===== src/rtl/fixed_to_float_packer.sv =====
// fixed_to_float_packer
// Converts a signed two's-complement fixed-point value into an IEEE-754
// single-precision word. Normalisation shifts one bit per cycle; both sides
// use a valid/ready handshake and only one item is in flight at a time.
//
// Ports:
//   clk        rising-edge clock
//   rst_n      asynchronous active-low reset
//   in_valid   fixed_in is valid
//   in_ready   block can accept (high only while idle)
//   fixed_in   two's-complement fixed value, bit 0 weight 2^-FRACS
//   out_valid  float_out is valid
//   out_ready  consumer accepts float_out
//   float_out  {sign, exp[7:0], mant[22:0]}
module fixed_to_float_packer #(
    parameter int unsigned INTS  = 1,
    parameter int unsigned FRACS = 21,
    parameter int unsigned WIDTH = INTS + FRACS + 1
) (
    input  logic             clk,
    input  logic             rst_n,
    input  logic             in_valid,
    output logic             in_ready,
    input  logic [WIDTH:0]   fixed_in,
    output logic             out_valid,
    input  logic             out_ready,
    output logic [31:0]      float_out
);

    localparam int unsigned TW       = WIDTH + 1;
    localparam int unsigned MANT_W   = 23;
    localparam int unsigned FRAC_W   = TW - 1;
    localparam int unsigned EXT_W    = (FRAC_W > MANT_W) ? FRAC_W : MANT_W;
    localparam logic [7:0]  EXP_INIT = 8'(127 + WIDTH - FRACS);

    typedef enum logic [1:0] {
        IDLE = 2'd0,
        NORM = 2'd1,
        PACK = 2'd2,
        DONE = 2'd3
    } state_t;

    state_t            r_state;
    logic [TW-1:0]     r_mag;
    logic [7:0]        r_exp;
    logic              r_sign;
    logic [31:0]       r_float;
    logic              r_out_valid;

    state_t            w_state_nxt;
    logic [TW-1:0]     w_mag_nxt;
    logic [7:0]        w_exp_nxt;
    logic              w_sign_nxt;
    logic [31:0]       w_float_nxt;
    logic              w_out_valid_nxt;

    logic [TW-1:0]     w_abs;
    logic [EXT_W-1:0]  w_frac_ext;
    logic [MANT_W-1:0] w_mant;

    // Magnitude fits in TW bits: the most-negative input maps to 2^WIDTH.
    assign w_abs = fixed_in[WIDTH] ? TW'(~fixed_in + TW'(1)) : fixed_in;

    // Bits below the leading one, left-aligned; narrow inputs are zero-padded,
    // wide inputs lose their low bits (truncation toward zero).
    assign w_frac_ext = EXT_W'(r_mag[FRAC_W-1:0]) << (EXT_W - FRAC_W);
    assign w_mant     = w_frac_ext[EXT_W-1 -: MANT_W];

    // State and datapath registers
    always_ff @(posedge clk or negedge rst_n) begin
        if (!rst_n) begin
            r_state     <= IDLE;
            r_mag       <= '0;
            r_exp       <= '0;
            r_sign      <= 1'b0;
            r_float     <= '0;
            r_out_valid <= 1'b0;
        end else begin
            r_state     <= w_state_nxt;
            r_mag       <= w_mag_nxt;
            r_exp       <= w_exp_nxt;
            r_sign      <= w_sign_nxt;
            r_float     <= w_float_nxt;
            r_out_valid <= w_out_valid_nxt;
        end
    end

    // Next-state and datapath update
    always_comb begin
        w_state_nxt     = r_state;
        w_mag_nxt       = r_mag;
        w_exp_nxt       = r_exp;
        w_sign_nxt      = r_sign;
        w_float_nxt     = r_float;
        w_out_valid_nxt = r_out_valid;

        case (r_state)
            IDLE: begin
                if (in_valid) begin
                    w_sign_nxt = fixed_in[WIDTH];
                    w_mag_nxt  = w_abs;
                    w_exp_nxt  = EXP_INIT;
                    if (fixed_in == '0) begin
                        // Zero has no leading one; emit +0 directly.
                        w_float_nxt     = '0;
                        w_out_valid_nxt = 1'b1;
                        w_state_nxt     = DONE;
                    end else begin
                        w_state_nxt = NORM;
                    end
                end
            end
            NORM: begin
                if (r_mag[WIDTH]) begin
                    w_state_nxt = PACK;
                end else begin
                    w_mag_nxt = {r_mag[WIDTH-1:0], 1'b0};
                    w_exp_nxt = r_exp - 8'd1;
                end
            end
            PACK: begin
                w_float_nxt     = {r_sign, r_exp, w_mant};
                w_out_valid_nxt = 1'b1;
                w_state_nxt     = DONE;
            end
            DONE: begin
                if (out_ready) begin
                    w_out_valid_nxt = 1'b0;
                    w_state_nxt     = IDLE;
                end
            end
            default: begin
                w_state_nxt     = IDLE;
                w_out_valid_nxt = 1'b0;
            end
        endcase
    end

    assign in_ready  = (r_state == IDLE);
    assign out_valid = r_out_valid;
    assign float_out = r_float;

endmodule

===== config.mk =====
export PLATFORM = sky130hd
export DESIGN_NAME = fixed_to_float_packer
export DESIGN_NICKNAME = d
export VERILOG_FILES = /design/src/rtl/fixed_to_float_packer.sv
export SDC_FILE = /design/constraint.sdc
export NUM_CORES = 1
export LEC_CHECK = 0
export CORE_ASPECT_RATIO = 0.9
export CORE_MARGIN = 2
export CORE_UTILIZATION = 48
export CTS_CLUSTER_DIAMETER = 60
export CTS_CLUSTER_SIZE = 16
export DETAILED_ROUTE_END_ITERATION = 10
export GPL_TIMING_DRIVEN = 0
export PLACE_DENSITY = 0.76
export SYNTH_ARGS = -nofsm -noshare
export SYNTH_HDL_FRONTEND = slang
export SYNTH_SLANG_ARGS = --single-unit

===== constraint.sdc =====
create_clock -name clk -period 1.93 [get_ports clk]
set_input_delay 0.386 -clock clk [delete_from_list [all_inputs] [get_ports clk]]
set_output_delay 0.386 -clock clk [all_outputs]
set_load 0.01 [all_outputs]

Fig. 1: logic cells by family
Scale bar: 20 µm.
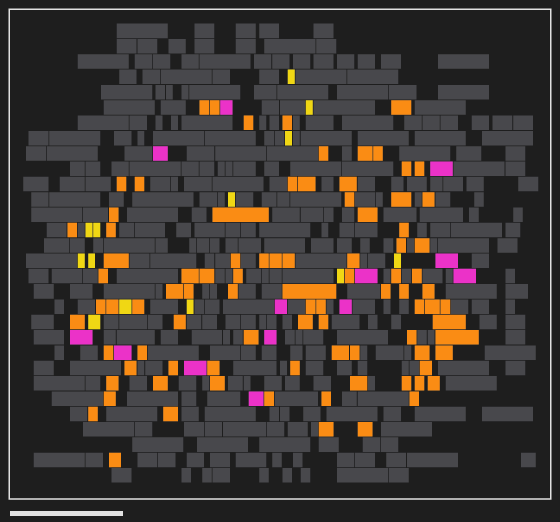
legend:
  aoi and oai cells:
    color: orange
    cells: 89
    most_used: o21ai_0
  and/or cells:
    color: magenta
    cells: 13
    most_used: or4_4
  inv cells:
    color: yellow
    cells: 13
    most_used: inv_1

Fig. 2: supply network
Pins as bars on the die edge. Tap cells in gray.
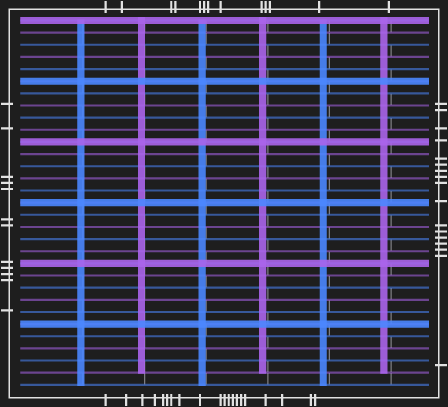
legend:
  VDD:
    color: purple
  VSS:
    color: blue
signal pins: 62
met4 straps: 6
tap cells: 96
rows: 30

Fig. 3: clock wiring as the flow saved it
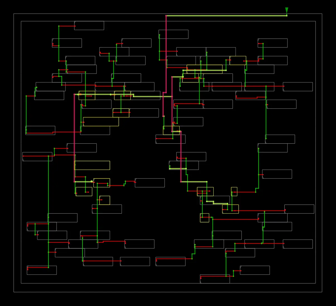
number of sequential cells in the layout: 68
number of clock sinks: 68
clock group total power: 1.47 mW

==> flow_summary.toml <==
# yosys + openroad results
[power_and_ir_drop]
combPwrFrac = 0.522
power.total_mw = 8.66
power.switching_mw = 3.43
peakVddDrop_mv = 0.937
power.leakage_nw = 2.16
pwr-share-clk = 0.170
sequentialPowerShare = 0.308
comb-power_mw = 4.52
largestPowerGroup = "combinational cells"
intPower_mw = 5.23
switching_share = 0.396
power_density_nw_per_um2 = 1700
seq-power_mw = 2.67

[timing]
timing.final.ws_setup_ps = -90.5
unrepaired_setup_endpoints_after_global_routing = "true"
slew_violations = 0
max_slew.worst_pin.slew_ps = 863
post-route-min-period_ps = 2020
setup_total_negative_slack_ps = -114
setup_violations = 6
timing.fmax_mhz = 495
max-slew-margin-rel = 0.425
final_hold_viol_count = 0
min_period_over_period = 1.05
skew_final_ps = 6.95
holdWs_ps = 136

[placement]
hpwlAfterDp_um = 7280
dp_slack_ps = -1030
gp_congestion = 0.943
placedInstanceArea_um2 = 4450
post-place-cells = 521
port_buffers = 59

[global_route]
gr_util_met2 = 0.446
groute.layer.met3.usage = 0.0539
gr-total-overflow = 0
grt_first_pass_wirelength_um = 17800
antenna_violations_before_repair = 0
top_usage_layer = "met2"
grt_pass1_vias = 3399
grt_max_degree = 69
groute.layer.met1.usage = 0.386
global_routing_usage_summed_across_all_routing_layers = 0.280

[final_layout]
logic_area_um2 = 2040
fillers = 557
layout.non_clock_inverters = 13
largest_register_ffs = 32
final-nonclk-buf-share = 0.182
stdcell_count = 563
logic_gates = 262
final_layout_size_suffix_gt1_frac = 0.263
comb_area_frac = 0.400
final_net_count = 498
register_area_um2 = 1700
antenna-diode-count = 0
layout.area.top_class = "multi-input combinational cells"
syn2layout_area_growth_pct = 39.5
lay_top_count = "sky130_fd_sc_hd__dfrtp_1"
n_all_buffers = 108
clock_network_area_share = 0.0490
seq_share = 0.335
final_cell_mix = "sky130_fd_sc_hd__dfrtp_1, sky130_fd_sc_hd__a22o_1, sky130_fd_sc_hd__clkdlybuf4s50_1"
clkbuf_count = 10
final_instance_area_um2 = 5090
utilization = 0.681

[synthesis]
synth_top_flop_cell = "sky130_fd_sc_hd__dfrtp_1"
enable_flop_cells = 0
post_synth_main_logic_family = "AND-OR/OR-AND gates"
synth-xor-area-share = 0.0360
syn-instance-count = 366
ys_area_um2 = 3640
fa_ha_area_frac = 0.0275
ys_sh_simple = 0.148
synth_flops = 68
yosysTopAreaCell = "sky130_fd_sc_hd__dfrtp_1"
ys_seq_frac = 0.467
synth-async-reset-ratio = 1.00
mux_area_frac = 0.0343
area_leaders = "sky130_fd_sc_hd__dfrtp_1, sky130_fd_sc_hd__a22o_1, sky130_fd_sc_hd__o21ai_0, sky130_fd_sc_hd__ha_1, sky130_fd_sc_hd__nor2_1"
synth.lib_cells_used.distinct = 49
yosysMostFrequentCell = "sky130_fd_sc_hd__dfrtp_1"
compound_area_frac = 0.246
netlist.area_leader.share = 0.467
yosysWarnings = 0
syn-mean-instance-area_um2 = 9.96
fp_nets = 402
netlist_top_cells_count = "sky130_fd_sc_hd__dfrtp_1, sky130_fd_sc_hd__a22o_1, sky130_fd_sc_hd__o21ai_0, sky130_fd_sc_hd__nor2_1, sky130_fd_sc_hd__nand2_1"
synth.cell_area_um2 = 3640
synth_stat.cells = 366

[critical_path]
timing.critical_path.to_type = "flop"
worst-path-buf-inv = 2
critPathCapture = "out_valid"
regToRegSetupSlack_ps = 50
critPathTopFamily = "simple AND/OR/NAND/NOR gates"
path_cells = "buf_8, inv_4, ha_4, nor3b_4, nand4_4, or4_4, a211oi_2, mux2_4"
worst-setup-path-type = "input port to flop"
crit_path_start = "fixed_in[1]"
r2r.worst_path.cells = 8
crit-reg2reg-capture = "r_mag[13]"
critPathSlowestCell = "sky130_fd_sc_hd__or4_4"
maximum_single_stage_delay_on_the_critical_path_ps = 600
arrival_ps = 2260
critical_path.max_fanout = 4
cp_data_required_time_ps = 2170
critical_path_depth = 8
timing.rr.start = "r_state[0]"

[flow_run]
warning_count = 34
max-cap-violations = 0

[drt]
antenna_violating_nets_post_route = 0
routed-via-count = 3532
met1_length_um = 4860
route.detailed.wl_per_inst_um = 19.7
dr.pass1.iters = 5
met2_wirelength_um = 5240
top_layer_in_use = "met4"
vias_per_cell = 6.27
route.final.wire_length_um = 11100
drt_drc_violations_left = 0
routed-wl-met3_um = 755
drt_iter0_markers = 373

[min_path]
hold_path_class = "input port to async pin"

[outcome]
status = "finished, violations left"
failing_checks = "setup timing"

[clock_tree]
clock.latency.late_pin_ps = 350
ctsRootBufferMaster = "sky130_fd_sc_hd__clkbuf_8"
cts.repair_timing.setup_buffer_count = 18
clock_buffer_count_from_cts = 9
post_cts_resize_count = 107
tritoncts = "yes"
cts-hold-fix-buffers = 0
cts-htree-levels = 3
cts.path.max_buffers = 2
clk_pin_slew_worst_paths_ps = 80

[die]
die_w_um = 95.9
tap_cells = 96
die.size.y_um = 86.7
number_of_placement_rows = 30
die_area_um2 = 8310
initial_util = 0.488
core-area_um2 = 7470
Fig. 4: cells colored by class
Scale bar: 20 µm.
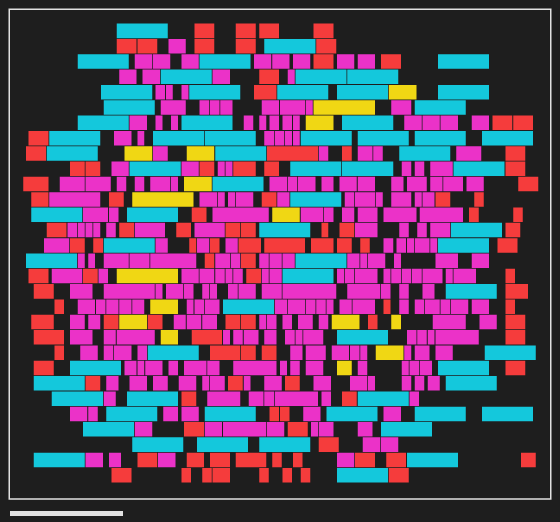
legend:
  sequential cells:
    color: cyan
    cells: 68
    share_of_their_area: 34%
  remaining logic cells:
    color: magenta
    cells: 275
    share_of_their_area: 42%
  remaining buffers and delay cells:
    color: red
    cells: 108
    share_of_their_area: 19%
  clock drivers and dummy loads:
    color: yellow
    cells: 16
    share_of_their_area: 5.0%

Fig. 5: clock wires, drivers and flops
Scale bar: 20 µm.
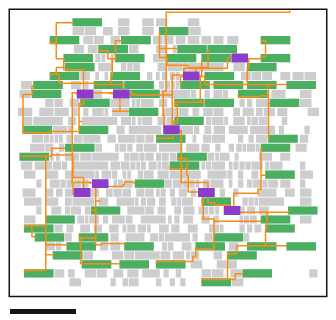
legend:
  flip-flops:
    color: green
    count: 68
  clock-net drivers:
    color: purple
    count: 9
  clock wires:
    color: orange
    length: 918 µm
routed clock nets: 10
flops lie: widely spread

Power is estimated from default activity; no workload was simulated.
